File: src/rtl/mem_sequencer_if.sv
// mem_sequencer_if: CPU fetch/data, external loader and RAM signals of the memory sequencer
// slave:  sequencer side (takes requests and ram_rdata, drives stall, grants and the RAM strobes)
// master: environment side (CPU, loader and RAM model)
interface mem_sequencer_if #(parameter int AW = 10);
  logic [31:0] ifetch_addr;
  logic [31:0] ifetch_data;
  logic d_rd;
  logic d_wr;
  logic [31:0] d_addr;
  logic [31:0] d_wdata;
  logic [31:0] d_rdata;
  logic stall;
  logic ext_req;
  logic ext_we;
  logic [31:0] ext_addr;
  logic [31:0] ext_wdata;
  logic ext_gnt;
  logic ext_rvalid;
  logic [31:0] ext_rdata;
  logic ram_en;
  logic ram_we;
  logic [AW-1:0] ram_addr;
  logic [31:0] ram_wdata;
  logic [31:0] ram_rdata;
  modport slave (
    input ifetch_addr, d_rd, d_wr, d_addr, d_wdata, ext_req, ext_we, ext_addr, ext_wdata, ram_rdata,
    output ifetch_data, d_rdata, stall, ext_gnt, ext_rvalid, ext_rdata, ram_en, ram_we, ram_addr, ram_wdata
  );
  modport master (
    output ifetch_addr, d_rd, d_wr, d_addr, d_wdata, ext_req, ext_we, ext_addr, ext_wdata, ram_rdata,
    input ifetch_data, d_rdata, stall, ext_gnt, ext_rvalid, ext_rdata, ram_en, ram_we, ram_addr, ram_wdata
  );
endinterface

File: src/rtl/mem_sequencer.sv
// mem_sequencer: shares one single-port sync RAM between CPU fetch, CPU load/store and an external port
// clk:   rising-edge clock
// reset: synchronous active-high reset
// bus:   slave modport carrying CPU fetch/data, external request/grant and RAM strobes
module mem_sequencer #(
  parameter int AW = 10
) (
  input logic clk,
  input logic reset,
  mem_sequencer_if.slave bus
);
  localparam logic [2:0] FETCH = 3'd0;
  localparam logic [2:0] FWAIT = 3'd1;
  localparam logic [2:0] DEC   = 3'd2;
  localparam logic [2:0] DWAIT = 3'd3;
  localparam logic [2:0] EXEC  = 3'd4;
  localparam logic [2:0] EXT   = 3'd5;
  localparam logic [2:0] EXTW  = 3'd6;
  logic [2:0] state;
  logic [2:0] state_n;
  logic [31:0] instr_q;
  logic [31:0] d_rdata_q;
  // a store wins over a simultaneous load, so DWAIT is only reached for a pure load
  always_comb begin
    state_n = FETCH;
    case (state)
      FETCH:   state_n = FWAIT;
      FWAIT:   state_n = DEC;
      DEC:     state_n = (bus.d_rd && !bus.d_wr) ? DWAIT : EXEC;
      DWAIT:   state_n = EXEC;
      EXEC:    state_n = bus.ext_req ? EXT : FETCH;
      EXT:     state_n = bus.ext_we ? FETCH : EXTW;
      default: state_n = FETCH;
    endcase
  end
  always_ff @(posedge clk) begin
    if (reset) begin
      state <= FETCH;
      instr_q <= '0;
      d_rdata_q <= '0;
    end else begin
      state <= state_n;
      if (state == FWAIT) instr_q <= bus.ram_rdata;
      if (state == DWAIT) d_rdata_q <= bus.ram_rdata;
    end
  end
  // strobes are gated by reset so an operation caught mid-flight has no effect on the RAM
  assign bus.ram_en = !reset && (state == FETCH || state == EXT || (state == DEC && (bus.d_rd || bus.d_wr)));
  assign bus.ram_we = !reset && ((state == DEC && bus.d_wr) || (state == EXT && bus.ext_we));
  assign bus.ram_addr = state == DEC ? bus.d_addr[AW-1:0] : state == EXT ? bus.ext_addr[AW-1:0] : bus.ifetch_addr[AW-1:0];
  assign bus.ram_wdata = state == EXT ? bus.ext_wdata : bus.d_wdata;
  assign bus.ext_gnt = !reset && state == EXT;
  assign bus.ext_rvalid = !reset && state == EXTW;
  assign bus.ext_rdata = bus.ram_rdata;
  assign bus.stall = reset || state != EXEC;
  assign bus.ifetch_data = instr_q;
  assign bus.d_rdata = d_rdata_q;
endmodule

File: src/flat_wrapper.sv
// flat-port wrapper written by rule: the top's interface ports become plain ports
module mem_sequencer_flat 
#(
  parameter int AW = 10
)
  (clk, reset, bus_ifetch_addr, bus_d_rd, bus_d_wr, bus_d_addr, bus_d_wdata, bus_ext_req, bus_ext_we, bus_ext_addr, bus_ext_wdata, bus_ram_rdata, bus_ifetch_data, bus_d_rdata, bus_stall, bus_ext_gnt, bus_ext_rvalid, bus_ext_rdata, bus_ram_en, bus_ram_we, bus_ram_addr, bus_ram_wdata);
  mem_sequencer_if #(.AW(AW)) bus_i ();
  input logic clk;
  input logic reset;
  input wire logic [$bits(bus_i.ifetch_addr)-1:0] bus_ifetch_addr;
  input wire logic [$bits(bus_i.d_rd)-1:0] bus_d_rd;
  input wire logic [$bits(bus_i.d_wr)-1:0] bus_d_wr;
  input wire logic [$bits(bus_i.d_addr)-1:0] bus_d_addr;
  input wire logic [$bits(bus_i.d_wdata)-1:0] bus_d_wdata;
  input wire logic [$bits(bus_i.ext_req)-1:0] bus_ext_req;
  input wire logic [$bits(bus_i.ext_we)-1:0] bus_ext_we;
  input wire logic [$bits(bus_i.ext_addr)-1:0] bus_ext_addr;
  input wire logic [$bits(bus_i.ext_wdata)-1:0] bus_ext_wdata;
  input wire logic [$bits(bus_i.ram_rdata)-1:0] bus_ram_rdata;
  output wire logic [$bits(bus_i.ifetch_data)-1:0] bus_ifetch_data;
  output wire logic [$bits(bus_i.d_rdata)-1:0] bus_d_rdata;
  output wire logic [$bits(bus_i.stall)-1:0] bus_stall;
  output wire logic [$bits(bus_i.ext_gnt)-1:0] bus_ext_gnt;
  output wire logic [$bits(bus_i.ext_rvalid)-1:0] bus_ext_rvalid;
  output wire logic [$bits(bus_i.ext_rdata)-1:0] bus_ext_rdata;
  output wire logic [$bits(bus_i.ram_en)-1:0] bus_ram_en;
  output wire logic [$bits(bus_i.ram_we)-1:0] bus_ram_we;
  output wire logic [$bits(bus_i.ram_addr)-1:0] bus_ram_addr;
  output wire logic [$bits(bus_i.ram_wdata)-1:0] bus_ram_wdata;
  assign bus_i.ifetch_addr = bus_ifetch_addr;
  assign bus_i.d_rd = bus_d_rd;
  assign bus_i.d_wr = bus_d_wr;
  assign bus_i.d_addr = bus_d_addr;
  assign bus_i.d_wdata = bus_d_wdata;
  assign bus_i.ext_req = bus_ext_req;
  assign bus_i.ext_we = bus_ext_we;
  assign bus_i.ext_addr = bus_ext_addr;
  assign bus_i.ext_wdata = bus_ext_wdata;
  assign bus_i.ram_rdata = bus_ram_rdata;
  assign bus_ifetch_data = bus_i.ifetch_data;
  assign bus_d_rdata = bus_i.d_rdata;
  assign bus_stall = bus_i.stall;
  assign bus_ext_gnt = bus_i.ext_gnt;
  assign bus_ext_rvalid = bus_i.ext_rvalid;
  assign bus_ext_rdata = bus_i.ext_rdata;
  assign bus_ram_en = bus_i.ram_en;
  assign bus_ram_we = bus_i.ram_we;
  assign bus_ram_addr = bus_i.ram_addr;
  assign bus_ram_wdata = bus_i.ram_wdata;
  mem_sequencer #(.AW(AW)) u_core (.clk(clk), .reset(reset), .bus(bus_i));
endmodule
File: config.mk
export PLATFORM = sky130hd
export DESIGN_NAME = mem_sequencer_flat
export DESIGN_NICKNAME = d
export VERILOG_FILES = /design/src/rtl/mem_sequencer_if.sv /design/src/rtl/mem_sequencer.sv /design/src/flat_wrapper.sv
export SDC_FILE = /design/constraint.sdc
export NUM_CORES = 1
export LEC_CHECK = 0
export CAP_MARGIN = 15
export CORE_AREA = 2 2 131 133
export DETAILED_ROUTE_END_ITERATION = 12
export DIE_AREA = 0 0 133 135
export PLACE_DENSITY_LB_ADDON = 0.05
export SYNTH_ARGS = -nofsm -noshare
export SYNTH_HDL_FRONTEND = slang
export SYNTH_SLANG_ARGS = --single-unit
File: constraint.sdc
create_clock -name clk -period 3 [get_ports clk]
set_clock_uncertainty 0.05 [all_clocks]
set_input_delay 0.6 -clock clk [delete_from_list [all_inputs] [get_ports clk]]
set_output_delay 0.6 -clock clk [all_outputs]
set_load 0.02 [all_outputs]
Cell density map:
13 x 14 tiles, from dark blue (low) to red (high), 0 to 100% covered.
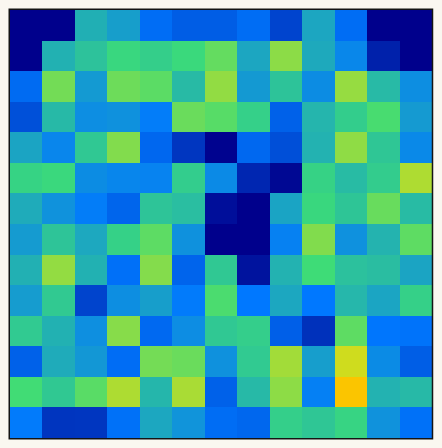
mean over tiles = 35%
nearly empty tiles = 6.0%
fullest tile = 78%

Clock wires, drivers and flops:
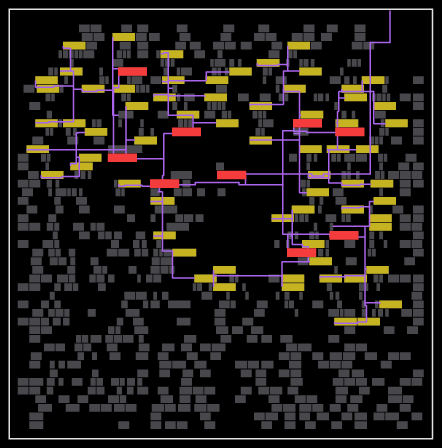
flip-flops -> yellow  # count 67
clock drivers -> red  # count 9
clock wires -> purple  # length 1010 um
routed clock nets = 10

Routed metal, one color a layer:
The bar under the picture is 50 um long.
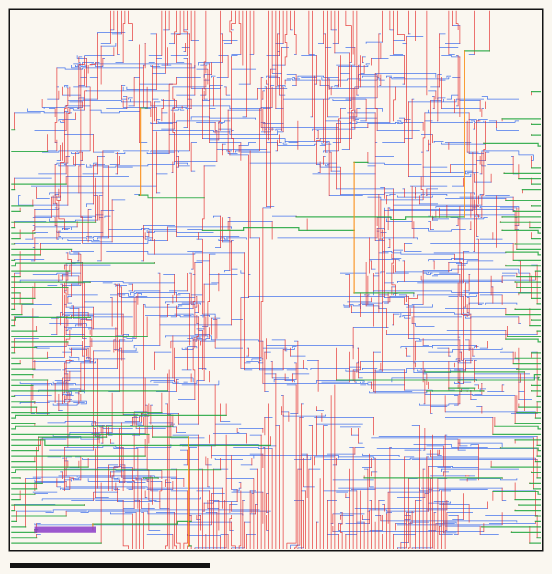
metal 4 -> orange  # wire length 124 um
metal 1 -> blue  # wire length 6320 um
metal 3 -> green  # wire length 1510 um
metal 5 -> purple  # wire length 13.8 um
metal 2 -> red  # wire length 6580 um
via count: 3944
overall routing resource usage: 15.9%
wire per inst: 16.0 um

Congestion heat map:
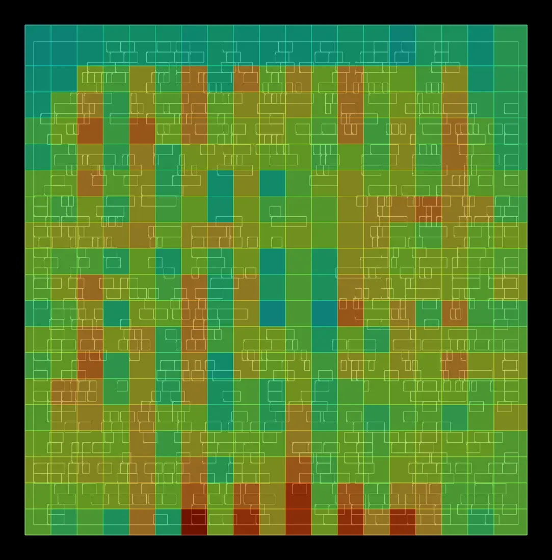
most used routing layer: met2
met3 GRT Util: 6.94%
M1 GR Usage: 19.8%
met2 Use GR: 25.5%

==> impl_metrics.env <==
# yosys + openroad results
export IMPL_netlist_top_cells_area="dfxtp_1 (38%), nand2_1 (14%), a21oi_1 (9.5%)"
export IMPL_grt_max_degree=68
export IMPL_slew_viols_final=0
export IMPL_comb_multi_input_count=315
export IMPL_yosys_top_cells_count="nand2_1 (129), a21oi_1 (67), dfxtp_1 (67), buf_4 (39), mux2_1 (29)"
export IMPL_hold_path_class="reg -> reg"
export IMPL_ir_drop_mv=0.281
export IMPL_fp_coreArea_sq_um=16400
export IMPL_switching_power_as_a_share_of_total_power_pct=28.8
export IMPL_netlist_cell_type_count=29
export IMPL_timing_fmax_mhz=344
export IMPL_post_cts_setup_buffers=0
export IMPL_design_final_nets=884
export IMPL_clkPwrFrac_pct=36.3
export IMPL_drv_cap=0
export IMPL_netlist_area_leader_share_pct=37.9
export IMPL_nonClockInverterCount=0
export IMPL_die_x_um=133
export IMPL_diodes=0
export IMPL_flip_flops_with_a_built_in_enable=0
export IMPL_antenna_found_initial=2
export IMPL_die_h_um=135
export IMPL_clock_tree_area_fraction_pct=4.60
export IMPL_io_pin_count=341
export IMPL_yosysTopAreaCell="dfxtp_1"
export IMPL_place_worst_setup_slack_ns=0.00968
export IMPL_synth_top_cell_by_count="nand2_1"
export IMPL_synthesis_instances=452
export IMPL_holdBufCountCts=0
export IMPL_initialDrtViolationCount=195
export IMPL_fp_dieArea_sq_um=18000
export IMPL_post_synthesis_average_cell_area_sq_um=7.82
export IMPL_cpPeakStageDelay_ns=0.65
export IMPL_rows=47
export IMPL_wl_um=14500
export IMPL_floorplan_core_util_pct=21.6
export IMPL_cp_cell_sequence="clkdlybuf4s50_1, nor2b_1, o21a_1, a211oi_1, clkdlybuf4s50_1"
export IMPL_p_total_mw=2.94
export IMPL_detail_route_first_pass_iterations=4
export IMPL_well_tap_count=220
export IMPL_comb_area_share_pct=26.4
export IMPL_globalplace_congestion=0.801
export IMPL_clkSlewWorstSetupHoldPaths_ns=0.06
export IMPL_drive_gt1_share_pct=6.08
export IMPL_design_seq_count=67
export IMPL_seq_area_share_pct=20.3
export IMPL_crit_top_cell="clkdlybuf4s50_1"
export IMPL_place_hpwl_um=11000
export IMPL_setup_tns_final_ns=0
export IMPL_layout_cells_most_common="clkdlybuf4s50_1"
export IMPL_power_per_cell_area_nw_per_um2=444
export IMPL_worst_skew_pair_late_latency_ns=0.32
export IMPL_tritoncts_num_buffers=9
export IMPL_crit_path_start_kind="input port"
export IMPL_flop_area_sq_um=1340
export IMPL_logic_area_sq_um=1750
export IMPL_cts_sinks=67
export IMPL_postLayoutCoreUtil_pct=40.4
export IMPL_post_route_period_util_pct=96.9
export IMPL_overflow=0
export IMPL_detail_route_vias_per_cell=4.33
export IMPL_grt_setup_unrepaired="no"
export IMPL_cts_htree_levels=3
export IMPL_flow_area_growth_from_synthesis_pct=87.5
export IMPL_synth_async_sr_flop_share_pct=0
export IMPL_synthesis_yosys_warnings=0
export IMPL_cell_internal_power_mw=2.10
export IMPL_switching_power_mw=0.847
export IMPL_ys_ff=67
export IMPL_worst_path_slowest_cell="clkdlybuf4s50_1"
export IMPL_critPathMaxFanout=3
export IMPL_drc=0
export IMPL_final_nonclk_buf_share_pct=44.6
export IMPL_timing_hold_violations_final=0
export IMPL_num_clock_buffers=12
export IMPL_cts_tree="done"
export IMPL_timing_worst_slew_pin_value_ns=0.752
export IMPL_port_buffers=274
export IMPL_worstPathRequired_ns=2.35
export IMPL_syn_cell_area_sq_um=3540
export IMPL_yosysSeqAreaShare_pct=37.9
export IMPL_nFillCells=1649
export IMPL_yosys_stat_chipArea_sq_um=3540
export IMPL_via_count_of_the_first_global_routing_pass=3884
export IMPL_worstSetupPathType="in -> out"
export IMPL_non_clock_buffer_count=293
export IMPL_grt_first_pass_wirelength_um=22200
export IMPL_post_cts_resized_instances=3
export IMPL_combinationalPowerShare_pct=30.7
export IMPL_power_static_leakage_nw=2.47
export IMPL_synth_nets=650
export IMPL_sequential_share_of_power_pct=32.9
export IMPL_timing_critical_path_arrival_ns=2.26
export IMPL_worst_slew_margin_rel_pct=49.8
export IMPL_stage_log_warnings=92
export IMPL_largest_class="buffers"
export IMPL_kind_of_end_point_of_the_critical_path="primary output"
export IMPL_final_setup_worst_slack_ns=0.0935
export IMPL_yosys_cells=452
export IMPL_setup_viol=0
export IMPL_postRouteAntennaNets=0
export IMPL_status="completed"
export IMPL_ys_flop_type="dfxtp_1"
export IMPL_cts_path_max_buffers=2
export IMPL_clockRootBuffer="clkbuf_16"
export IMPL_most_common_layout_cells="clkdlybuf4s50_1 (257), nand2_1 (129), a21oi_1 (67)"
export IMPL_finalWorstPathRequiredPeriod_ns=2.91
-- power groups by stage --
stage	clock [mW]	combinational [mW]	sequential [mW]
3_5_place_dp	0	0.916	0.988
2_1_floorplan	0	0.386	1.04
5_1_grt	1.14	0.974	0.975
3_3_place_gp	0	0.914	0.986
6_report	1.07	0.905	0.969
4_1_cts	1.10	0.921	0.970
-- routing by layer --
layer	share of wire, %	track usage, %	up-vias
met5	0.089	0	-
met4	0.85	3.52	2
met3	10	6.94	11
met2	45	25.5	166
met1	43	19.8	1806
li1	-	-	1959
-- per-stage QoR --
step                      instance area, sq um  std cells  hold WS (ns)
after floorplan                           3540        452         0.483
after global placement                    6280        895         0.393
after detailed placement                  6280        895         0.396
after CTS                                 6590        911         0.404
after global routing                      6630        911         0.419
final                                     6630        911         0.402
-- sequential cells by signal (all words and copies together), names as in the netlist --
register	cells
u_core.state	3
u_core.bus.ifetch_data	32
u_core.bus.d_rdata	32
-- kinds of logic (layout without fill, tap and decap cells) --
kind of cell	count (synthesis)	in the layout	synth area share (%)
DFF	67	67	37.9
buffers and inverters	70	309	12.8
AOI/OAI and AO/OA	102	102	16.5
muxes	32	32	10.2
and+or+nand+nor	181	181	22.6
-- worst max-delay path, delay by kind of cell --
family	cells	cell delay [ns]
buffers and inverters	2	1.17
AND/OR/NAND/NOR	1	0.06
AND-OR/OR-AND	2	0.43
-- path summary, 6_finish.rpt --
check	startpoint	slack (ns)	depth (start not counted)	end
min	u_core.bus.d_rdata[27]	0.40	2	u_core.bus.d_rdata[27]
min reg2reg	u_core.bus.d_rdata[27]	0.40	2	u_core.bus.d_rdata[27]
max	bus_ifetch_addr[7]	0.09	5	bus_ram_addr[7]
max reg2reg	u_core.state[2]	1.16	5	u_core.bus.ifetch_data[30]
Power and IR drop assume default switching activity.
